`src/rtl/priority_arbiter.sv`:
```
// priority_arbiter
//   N-channel arbiter with a registered one-hot grant. In fixed mode the
//   highest requesting index wins. In round-robin mode the search starts at a
//   rotating pointer. A grant is held while its requester keeps asserting, up
//   to MAX_HOLD consecutive cycles. When that limit is reached the grant is
//   forcibly released and a one-cycle timeout pulse is issued. Every release
//   is followed by one idle turnaround cycle before the next grant.
//
// Ports
//   clk        rising-edge clock
//   rst        asynchronous active-high reset
//   req        [N-1:0] request vector
//   mode       0 = fixed priority (highest index), 1 = round-robin
//   gnt        [N-1:0] registered one-hot grant, zero when idle
//   gnt_idx    [W-1:0] registered index of the granted channel, 0 when idle
//   gnt_valid  high exactly when gnt is non-zero
//   timeout    one-cycle pulse on a forced release
module priority_arbiter #(
  parameter  int N        = 8,
  parameter  int MAX_HOLD = 16,
  localparam int W        = (N > 1) ? $clog2(N) : 1
) (
  input  logic         clk,
  input  logic         rst,
  input  logic [N-1:0] req,
  input  logic         mode,
  output logic [N-1:0] gnt,
  output logic [W-1:0] gnt_idx,
  output logic         gnt_valid,
  output logic         timeout
);

  localparam int HW = $clog2(MAX_HOLD + 1);

  localparam logic [0:0] S_IDLE  = 1'b0;
  localparam logic [0:0] S_GRANT = 1'b1;

  logic [0:0]   state_q, state_d;
  logic [N-1:0] gnt_q,   gnt_d;
  logic [W-1:0] idx_q,   idx_d;
  logic         vld_q,   vld_d;
  logic         to_q,    to_d;
  logic [W-1:0] ptr_q,   ptr_d;
  logic [HW-1:0] hold_q, hold_d;

  logic [W-1:0] win_idx;

  // Highest set index; the later iteration overrides earlier ones.
  function automatic logic [W-1:0] pick_fixed(input logic [N-1:0] r);
    pick_fixed = '0;
    for (int i = 0; i < N; i++) begin
      if (r[i]) pick_fixed = W'(i);
    end
  endfunction

  // First set index scanning p, p+1, ..., wrapping modulo N.
  function automatic logic [W-1:0] pick_rr(input logic [N-1:0] r,
                                           input logic [W-1:0] p);
    logic found;
    int   j;
    pick_rr = '0;
    found   = 1'b0;
    for (int i = 0; i < N; i++) begin
      j = int'(p) + i;
      if (j >= N) j = j - N;
      if (!found && r[j]) begin
        pick_rr = W'(j);
        found   = 1'b1;
      end
    end
  endfunction

  always_comb begin
    win_idx = mode ? pick_rr(req, ptr_q) : pick_fixed(req);
  end

  always_comb begin
    state_d = state_q;
    gnt_d   = gnt_q;
    idx_d   = idx_q;
    vld_d   = vld_q;
    to_d    = 1'b0;
    ptr_d   = ptr_q;
    hold_d  = hold_q;
    case (state_q)
      S_IDLE: begin
        gnt_d  = '0;
        idx_d  = '0;
        vld_d  = 1'b0;
        hold_d = '0;
        if (|req) begin
          state_d = S_GRANT;
          gnt_d   = {{(N-1){1'b0}}, 1'b1} << win_idx;
          idx_d   = win_idx;
          vld_d   = 1'b1;
          hold_d  = HW'(1);
          ptr_d   = (win_idx == W'(N - 1)) ? '0 : win_idx + W'(1);
        end
      end
      S_GRANT: begin
        if (req[idx_q] && (hold_q < HW'(MAX_HOLD))) begin
          // Holder keeps the grant; other requests are ignored.
          hold_d = hold_q + HW'(1);
        end else begin
          // Voluntary drop or hold limit reached: release, then one idle cycle.
          state_d = S_IDLE;
          gnt_d   = '0;
          idx_d   = '0;
          vld_d   = 1'b0;
          hold_d  = '0;
          to_d    = req[idx_q];
        end
      end
      default: begin
        state_d = S_IDLE;
        gnt_d   = '0;
        idx_d   = '0;
        vld_d   = 1'b0;
        hold_d  = '0;
      end
    endcase
  end

  always_ff @(posedge clk or posedge rst) begin
    if (rst) begin
      state_q <= S_IDLE;
      gnt_q   <= '0;
      idx_q   <= '0;
      vld_q   <= 1'b0;
      to_q    <= 1'b0;
      ptr_q   <= '0;
      hold_q  <= '0;
    end else begin
      state_q <= state_d;
      gnt_q   <= gnt_d;
      idx_q   <= idx_d;
      vld_q   <= vld_d;
      to_q    <= to_d;
      ptr_q   <= ptr_d;
      hold_q  <= hold_d;
    end
  end

  assign gnt       = gnt_q;
  assign gnt_idx   = idx_q;
  assign gnt_valid = vld_q;
  assign timeout   = to_q;

endmodule

```
`config.mk`:
```
export PLATFORM = sky130hd
export DESIGN_NAME = priority_arbiter
export DESIGN_NICKNAME = d
export VERILOG_FILES = /design/src/rtl/priority_arbiter.sv
export SDC_FILE = /design/constraint.sdc
export NUM_CORES = 1
export LEC_CHECK = 0
export ABC_CLOCK_PERIOD_IN_PS = 3450
export CORE_MARGIN = 1
export CORE_UTILIZATION = 51
export DETAILED_ROUTE_END_ITERATION = 7
export PLACE_DENSITY = 0.77
export SYNTH_ARGS = -nofsm -noshare
export SYNTH_HDL_FRONTEND = slang
export SYNTH_SLANG_ARGS = --single-unit
```
`constraint.sdc`:
```
create_clock -name clk -period 3.45 [get_ports clk]
set_input_delay 0.69 -clock clk [delete_from_list [all_inputs] [get_ports clk]]
set_output_delay 0.69 -clock clk [all_outputs]
set_load 0.02 [all_outputs]
```
**Run 1: power grid**

The bar under the picture is 20 um long. Pins as bars on the die edge.
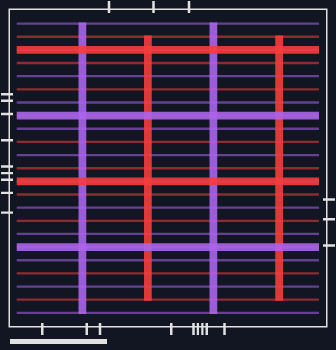
net	color
VDD	red
VSS	purple
signal pins	24
met1 rails	23
rows	22

**Run 1: placement by cell class**

Fill, decap, tap and diode cells in gray.
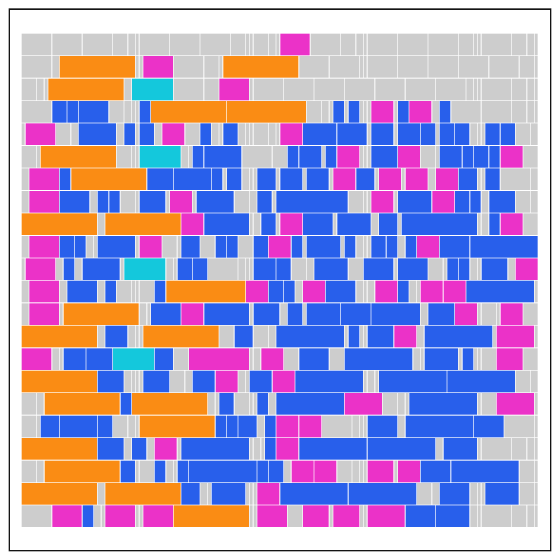
class	color	cells
flops	orange	22
other buffers and delay cells	magenta	65
all other logic	blue	163
clock drivers and dummy loads	cyan	4

**Run 1: clock network drawn from the DEF**

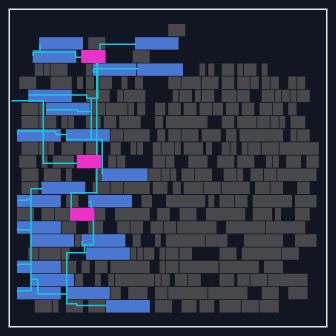
[clock wires] cyan | length: 260 um
[flip-flops] blue | count: 22
[cells driving clock nets] magenta | count: 3
routed clock nets	4

==> summary.txt, run 1 <==
Mapped Cells - 202
Most used cell, CP - buf_4
Post-CTS sizing - 4
Number of OpenROAD warnings - 31
Status - completed
CTS tree - built
CP Cell Sequence - dlygate4sd2_1, buf_4, mux4_2, mux2i_4, nand3_2, nor4b_4, a21oi_1, a311oi_2, buf_4, inv_1, ha_1, a32o_1
Placed Area - 0.002582 mm2
Logic pwr share - 78.3%
Setup tns final - 0 ns
Core area - 0.003744 mm2
FFs w/ async S/R, synth - 100.0%
Peak supply drop - 0.0006259 V
Area fraction in mux cells - 30.18%
Combinational power - 2.27 mW
Flops after synth - 22
Net count, final - 275
Die X-Extent - 65.37 um
Fin area - 0.002668 mm2
Final hold violation count - 0
Layout Utilization - 71.26%
LEAKAGE - 1.201 nW
run 1: cells in the mapped netlist, drive strengths merged, types with 4 or more instances:
cell type  number  area (um2)
nor3            5       30.03
o21ai          10       50.04
nor2           16       60.06
ha              9       112.6
mux2i          12       145.1
inv            10       37.53
dfrtp          22       550.5
a32o            4       40.04
mux2           10       112.6
mux4           16       360.4
a22oi           4       30.03
clkbuf         14       53.80
a21o            4       30.03
a21oi          11       55.05
nand2          19       71.32
run 1: path summary, 6_finish.rpt:
path	startpoint	end	slack, ns	cells after the start
min	hold_q[4]$_DFF_PP0_	hold_q[2]$_DFF_PP0_	0.48	1
min reg2reg	hold_q[4]$_DFF_PP0_	hold_q[2]$_DFF_PP0_	0.48	1
max	req[7]	gnt[6]$_DFFE_PP0P_	0.22	12
max reg2reg	ptr_q[1]$_DFFE_PP0P_	gnt[7]$_DFFE_PP0P_	0.29	14
max in group asynchronous	rst	ptr_q[1]$_DFFE_PP0P_	1.99	2
min in group asynchronous	rst	gnt[1]$_DFFE_PP0P_	0.89	2
run 1: registers in the layout, indices dropped and copies added, names as in the netlist:
name       cells
state_q        1
hold_q         5
gnt            8
gnt_idx        3
ptr_q          3
timeout        1
gnt_valid      1
run 1: final cells by class:
cell class	count	area (um2)	share of cell area [%]
timing repair buffer	65	563.0	21.11
inverter	10	37.54	1.407
clock buffer	4	55.05	2.064
tap	48	60.06	2.251
sequential	22	553.0	20.73
multi-input combinational	153	1399	52.44
run 1: worst reg2reg max path, cell delays in order, from the launching register on:
cell	delay (ns)
dfrtp_2	0.47
ha_2	0.32
xor2_1	0.16
buf_4	0.16
mux4_2	0.55
nor2_1	0.12
nor4_1	0.07
a211oi_1	0.25
o21ai_1	0.12
and2_1	0.18
ha_1	0.22
ha_1	0.19
nand2_1	0.08
buf_4	0.10
nand2_1	0.05
==> run 2, diff against run 1 <==
--- a/config.mk
+++ b/config.mk
@@ -7,9 +7,9 @@
 export LEC_CHECK = 0
 export ABC_CLOCK_PERIOD_IN_PS = 3450
 export CORE_MARGIN = 1
-export CORE_UTILIZATION = 51
+export CORE_UTILIZATION = 50
 export DETAILED_ROUTE_END_ITERATION = 7
-export PLACE_DENSITY = 0.77
+export PLACE_DENSITY = 0.75
 export SYNTH_ARGS = -nofsm -noshare
 export SYNTH_HDL_FRONTEND = slang
 export SYNTH_SLANG_ARGS = --single-unit
==> run 2 against run 1 <==
Setup slack got worse by 0.072 ns. Critical endpoint unchanged. Via count is 3.0% higher. Critical path type unchanged. Core utilization down 1.9 points. Synthesized cell count unchanged. Power is 1.2% higher. Non-clock buffer count stayed put. Worst hold slack gained 0.0036 ns. Largest cell class unchanged. Count of clock-buffer cells in the layout is the same.
==> summary.txt, run 2 <==
Status - completed (unchanged)
Antenna diodes - 0 (unchanged)
First-pass GRT wire length - 9.246 mm (was 8.342 mm)
Mapped Cells - 202 (unchanged)
Antenna Nets Post-Route - 0 (unchanged)
Peak supply drop - 0.0005724 V (was 0.0006259 V)
Net count, final - 275 (unchanged)
Clock Pin Slew Worst Setup and Hold Paths - 0.08 ns (about the same)
Placed Area - 0.002570 mm2 (was 0.002582 mm2)
Post-synth top cells - dfrtp_1, nand2_1, mux4_2, nor2_1, clkbuf_1 (unchanged)
Pint - 1.601 mW (was 1.608 mW)
Most numerous cell in the Yosys netlist - dfrtp_1 (unchanged)
Max FFs per register - 8 (unchanged)
Chip area - 0.004357 mm2 (was 0.004273 mm2)
Die X-Extent - 66.01 um (was 65.37 um)
Vias in the first global route - 1,813 (was 1,699)
RR Endpoint - gnt[6]$_DFFE_PP0P_ (was gnt[7]$_DFFE_PP0P_)
Sink of the worst hold path - hold_q[2]$_DFF_PP0_ (unchanged)
Area share, top type - 26.88% (unchanged)
RR Startpoint - ptr_q[0]$_DFFE_PP0P_ (was ptr_q[1]$_DFFE_PP0P_)
Hold depth - 1 (unchanged)
Slowest CP cell - mux4_2 (unchanged)
FFs w/ async S/R, synth - 100.0% (unchanged)
Most common logic cell in the routed design - buf_4 (unchanged)
Reg2reg path depth - 12 (was 14)
Flop2flop setup slack - 0.21 ns (was 0.29 ns)
Cell area leaders - dfrtp_1, mux4_2, ha_1, mux2i_1, mux2_2 (unchanged)
Combinational power - 2.32 mW (was 2.27 mW)
Cell type with the largest total area - dfrtp_1 (unchanged)
Final hold violation count - 0 (unchanged)
RSZ-0062 raised after global routing - false (unchanged)
Crit Path Category - in -> reg (unchanged)
Pwr top - combinational logic (unchanged)
CP Cell Sequence - dlygate4sd2_1, mux4_2, mux2_2, nor2_1, nor4b_4, a21oi_1, a311oi_2, buf_4, inv_1, ha_1, a32o_1 (was dlygate4sd2_1, buf_4, mux4_2, mux2i_4, nand3_2, nor4b_4, a21oi_1, a311oi_2, buf_4, inv_1, ha_1, a32o_1)
Worst hold path type - reg -> reg (unchanged)
Number of OpenROAD warnings - 31 (unchanged)
Logic pwr share - 79.0% (was 78.3%)
Critical Path RT - 3.60 ns (was 3.61 ns)
Worst Setup SP - req[3] (was req[7])
Commonest non-fill, non-tap cells in the layout - buf_4, dfrtp_1, nand2_1 (unchanged)
Worst hold start - hold_q[4]$_DFF_PP0_ (unchanged)
LEAKAGE - 1.168 nW (was 1.201 nW)
CTS tree - built (unchanged)
Flops after synth - 22 (unchanged)
[run 2: worst max-delay path by stage]
stage	slack (ns)	end	cells past startpoint
final	0.15	gnt[6]$_DFFE_PP0P_	11
after CTS	0.12	gnt[6]$_DFFE_PP0P_	12
after global placement	-0.32	ptr_q[2]$_DFFE_PP0P_	11
after detailed placement	-0.31	gnt[6]$_DFFE_PP0P_	11
after global routing	0.01	ptr_q[0]$_DFFE_PP0P_	13
after floorplan	0.20	ptr_q[2]$_DFFE_PP0P_	14
[run 2: logic make-up after synthesis]
kind of cell,after synthesis,share of synthesized area (%)
buffers and inverters,27,5.925
and+or+nand+nor,53,12.89
xor gates and xnor gates,4,1.711
muxes,38,30.18
adders and majority gates,9,5.498
DFF,22,26.88
AOI/OAI and AO/OA,49,16.92
[run 2: stage by stage]
step | setup TNS [ns] | power [mW]
after global placement | -2.431 | 2.629
after detailed placement | -2.672 | 2.671
final | 0 | 2.932
after floorplan | 0 | 1.895
after CTS | 0 | 2.875
after global routing | 0 | 3.128
[run 2: layout make-up]
| cell class | instances | area, um2 |
|---|---|---|
| multi-input combinational | 153 | 1393 |
| sequential | 22 | 550.5 |
| clock buffer | 4 | 55.05 |
| inverter | 10 | 37.54 |
| tap | 48 | 60.06 |
| timing repair buffer | 65 | 539.3 |
| fill | 301 | 1164 |
[run 2: metal layers]
layer / GRT usage (%) / routed length (um)
met2: 44.52 / 2772
met3: 4.310 / 283
met5: 0 / 0
met1: 41.08 / 2517
met4: 8.511 / 116
[run 2: what timing repair did]
action | in CTS | in global routing
setup endpoints to repair | 5 | 8
endpoints found under the hold margin | 0 | 0
gates resized | 9 | 3
gates cloned | 0 | 0
hold buffers | 0 | 0
**Run 2: the clock network**

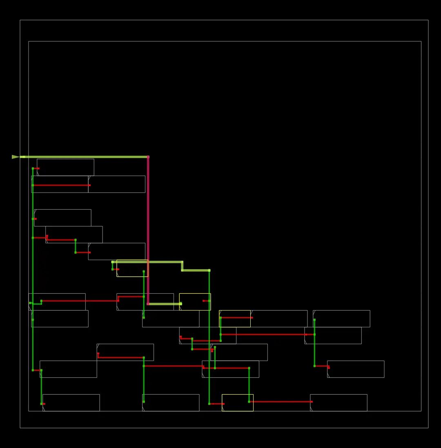
worst skew pair latency: 0.26 ns
clock buffer count: 4
Setup Skew: 0.003336 ns
Num Clock Sinks: 22

**Run 2: placement by cell class**

Fill, decap, tap and diode cells in gray.
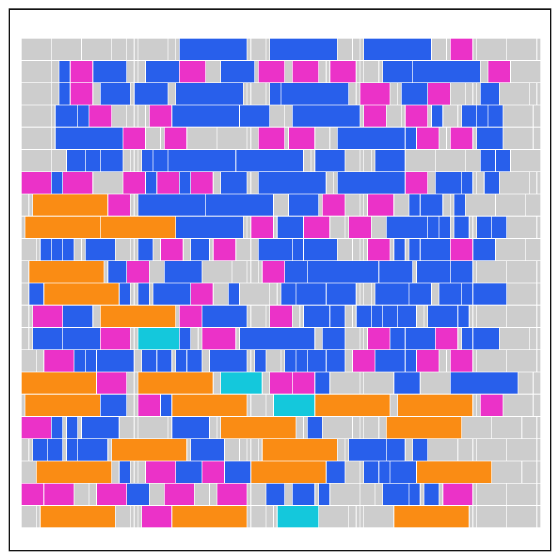
class	color	cells
other buffers and delay cells	magenta	65
clock drivers and dummy loads	cyan	4
all other logic	blue	163
flops	orange	22
core area: 0.003799 mm2
Rows: 22
Layout Utilization: 69.37%
fin area: 0.002635 mm2
fraction of area in registers: 20.89%

==> run 3, diff against run 2 <==
--- a/config.mk
+++ b/config.mk
@@ -9,7 +9,8 @@
 export CORE_MARGIN = 1
 export CORE_UTILIZATION = 50
 export DETAILED_ROUTE_END_ITERATION = 7
-export PLACE_DENSITY = 0.75
+export PLACE_DENSITY = 0.82
+export SKIP_LAST_GASP = 1
 export SYNTH_ARGS = -nofsm -noshare
 export SYNTH_HDL_FRONTEND = slang
 export SYNTH_SLANG_ARGS = --single-unit
==> run 3 against run 2 <==
Global-route usage down 1.0 points. Sequential power up 3%. Synthesized cell count unchanged. Register-to-register slack worse by 0.12 ns. Combinational power up 8%. Die area unchanged. First-iteration DRC count up 38%. Non-clock buffer count up 9. Sequential share of layout area down 1.1 points. Fmax down 1.8%. Critical path depth up 2. Critical path type is now reg -> reg. Highest routed layer unchanged.
==> summary.txt, run 3 <==
Status - completed (unchanged)
Most common logic cell in the routed design - buf_4 (unchanged)
Die X-Extent - 66.01 um (unchanged)
Net count, final - 284 (was 275)
Pint - 1.779 mW (was 1.601 mW)
Worst skew pair latency - 0.26 ns (about the same)
Antenna Nets Post-Route - 0 (unchanged)
Worst hold path type - reg -> reg (unchanged)
Crit Path Category - reg -> reg (was in -> reg)
Area share, top type - 26.88% (unchanged)
Hold depth - 2 (was 1)
Clock Pin Slew Worst Setup and Hold Paths - 0.08 ns (about the same)
Commonest non-fill, non-tap cells in the layout - buf_4, dfrtp_1, nand2_1 (unchanged)
RR Startpoint - ptr_q[0]$_DFFE_PP0P_ (unchanged)
Chip area - 0.004357 mm2 (unchanged)
Rows - 22 (unchanged)
LEAKAGE - 1.260 nW (was 1.168 nW)
Filler Cells Inserted - 265 (was 301)
Placed Area - 0.002600 mm2 (was 0.002570 mm2)
Worst Setup SP - ptr_q[0]$_DFFE_PP0P_ (was req[3])
Core area - 0.003799 mm2 (unchanged)
Mapped Cells - 202 (unchanged)
CTS tree - built (unchanged)
Most used cell, CP - buf_4
Num Clock Sinks - 22 (unchanged)
Sink of the worst hold path - gnt[7]$_DFFE_PP0P_ (was hold_q[2]$_DFF_PP0_)
MI comb area - 0.001434 mm2 (was 0.001393 mm2)
Post-synth top cells - dfrtp_1, nand2_1, mux4_2, nor2_1, clkbuf_1 (unchanged)
CP Capture Point - gnt[5]$_DFFE_PP0P_ (was gnt[6]$_DFFE_PP0P_)
Register area - 550.5 um2 (unchanged)
Critical Path RT - 3.61 ns (was 3.60 ns)
Flop2flop setup slack - 0.09 ns (was 0.21 ns)
Peak supply drop - 0.0007308 V (was 0.0005724 V)
Antenna diodes - 0 (unchanged)
Reg2reg path depth - 13 (was 12)
FFs w/ async S/R, synth - 100.0% (unchanged)
Fin area - 0.002783 mm2 (was 0.002635 mm2)
RR Endpoint - gnt[5]$_DFFE_PP0P_ (was gnt[6]$_DFFE_PP0P_)
==> run 3: cell counts after synthesis <==
No cell type changed its count.
==> run 3: worst min-delay path: stages, from the launching register on <==
cell and delay [ns]:
dfrtp_1 0.36, nand2_1 0.05, nand2_1 0.05
==> run 3: layout make-up <==
cell class	instances	share of cell area [%]
Multi-Input combinational cell	153	51.53
Timing Repair Buffer	74	22.62
Sequential cell	22	19.78
Tap cell	48	2.158
Clock buffer	3	1.484
Inverter	10	1.349
Clock inverter	1	1.079
==> run 3: cell families after synthesis <==
| logic type | share of synthesized area (%) |
|---|---|
| and+or+nand+nor | 12.89 |
| adders and majority gates | 5.498 |
| AOI/OAI and AO/OA | 16.92 |
| DFF | 26.88 |
| buffers and inverters | 5.925 |
| muxes | 30.18 |
| xor gates and xnor gates | 1.711 |
==> run 3: layer usage <==
layer / routed length (um) / track usage (%) / vias to the layer above
li1: - / - / 879
met1: 2409 / 38.16 / 956
met2: 2945 / 45.28 / 102
met3: 365 / 3.448 / 15
met4: 87 / 8.511 / 0
met5: 0 / 0 / -
==> run 3: stage by stage <==
stage	utilization, %	TNS, ns	hold WS (ns)
finish	73.25	0	0.4928
detailed placement	68.45	-2.682	0.4702
global placement	68.45	-1.776	0.4625
floorplan	-	0	0.4465
CTS	70.49	0	0.4904
global route	73.25	-0.1152	0.5190
==> run 3: power groups by stage <==
stage                     Clock [mW]  Sequential (mW)  Combinational, mW
final                          0.240            0.444               2.51
after global routing           0.251            0.453               2.69
after CTS                      0.243            0.438               2.28
after detailed placement           0            0.440               2.24
after global placement             0            0.437               2.19
after floorplan                    0            0.473               1.42
==> run 3: repair_timing <==
item                       in CTS  in global routing
resized                         4                 18
setup endpoints to repair       5                 11
hold buffers                    0                  0
setup buffers                   1                  4
pin swaps                       3                  4
hold endpoints to repair        0                  0
**Run 3: the clock network**

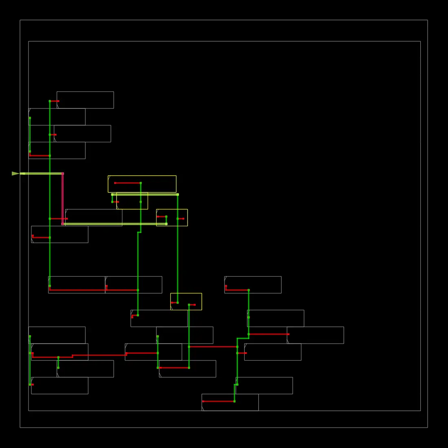
Flops: 22
Clk. pwr: 240 uW
Setup Skew: 0.003302 ns
clock buffer count: 3

**Run 3: clock network drawn from the DEF**

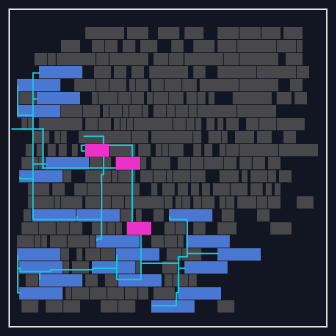
[clock wires] cyan | length: 255 um
[flip-flops] blue | count: 22
[cells driving clock nets] magenta | count: 3
routed clock nets	4

Power figures rest on the tool's default switching activity, not on a simulated workload.
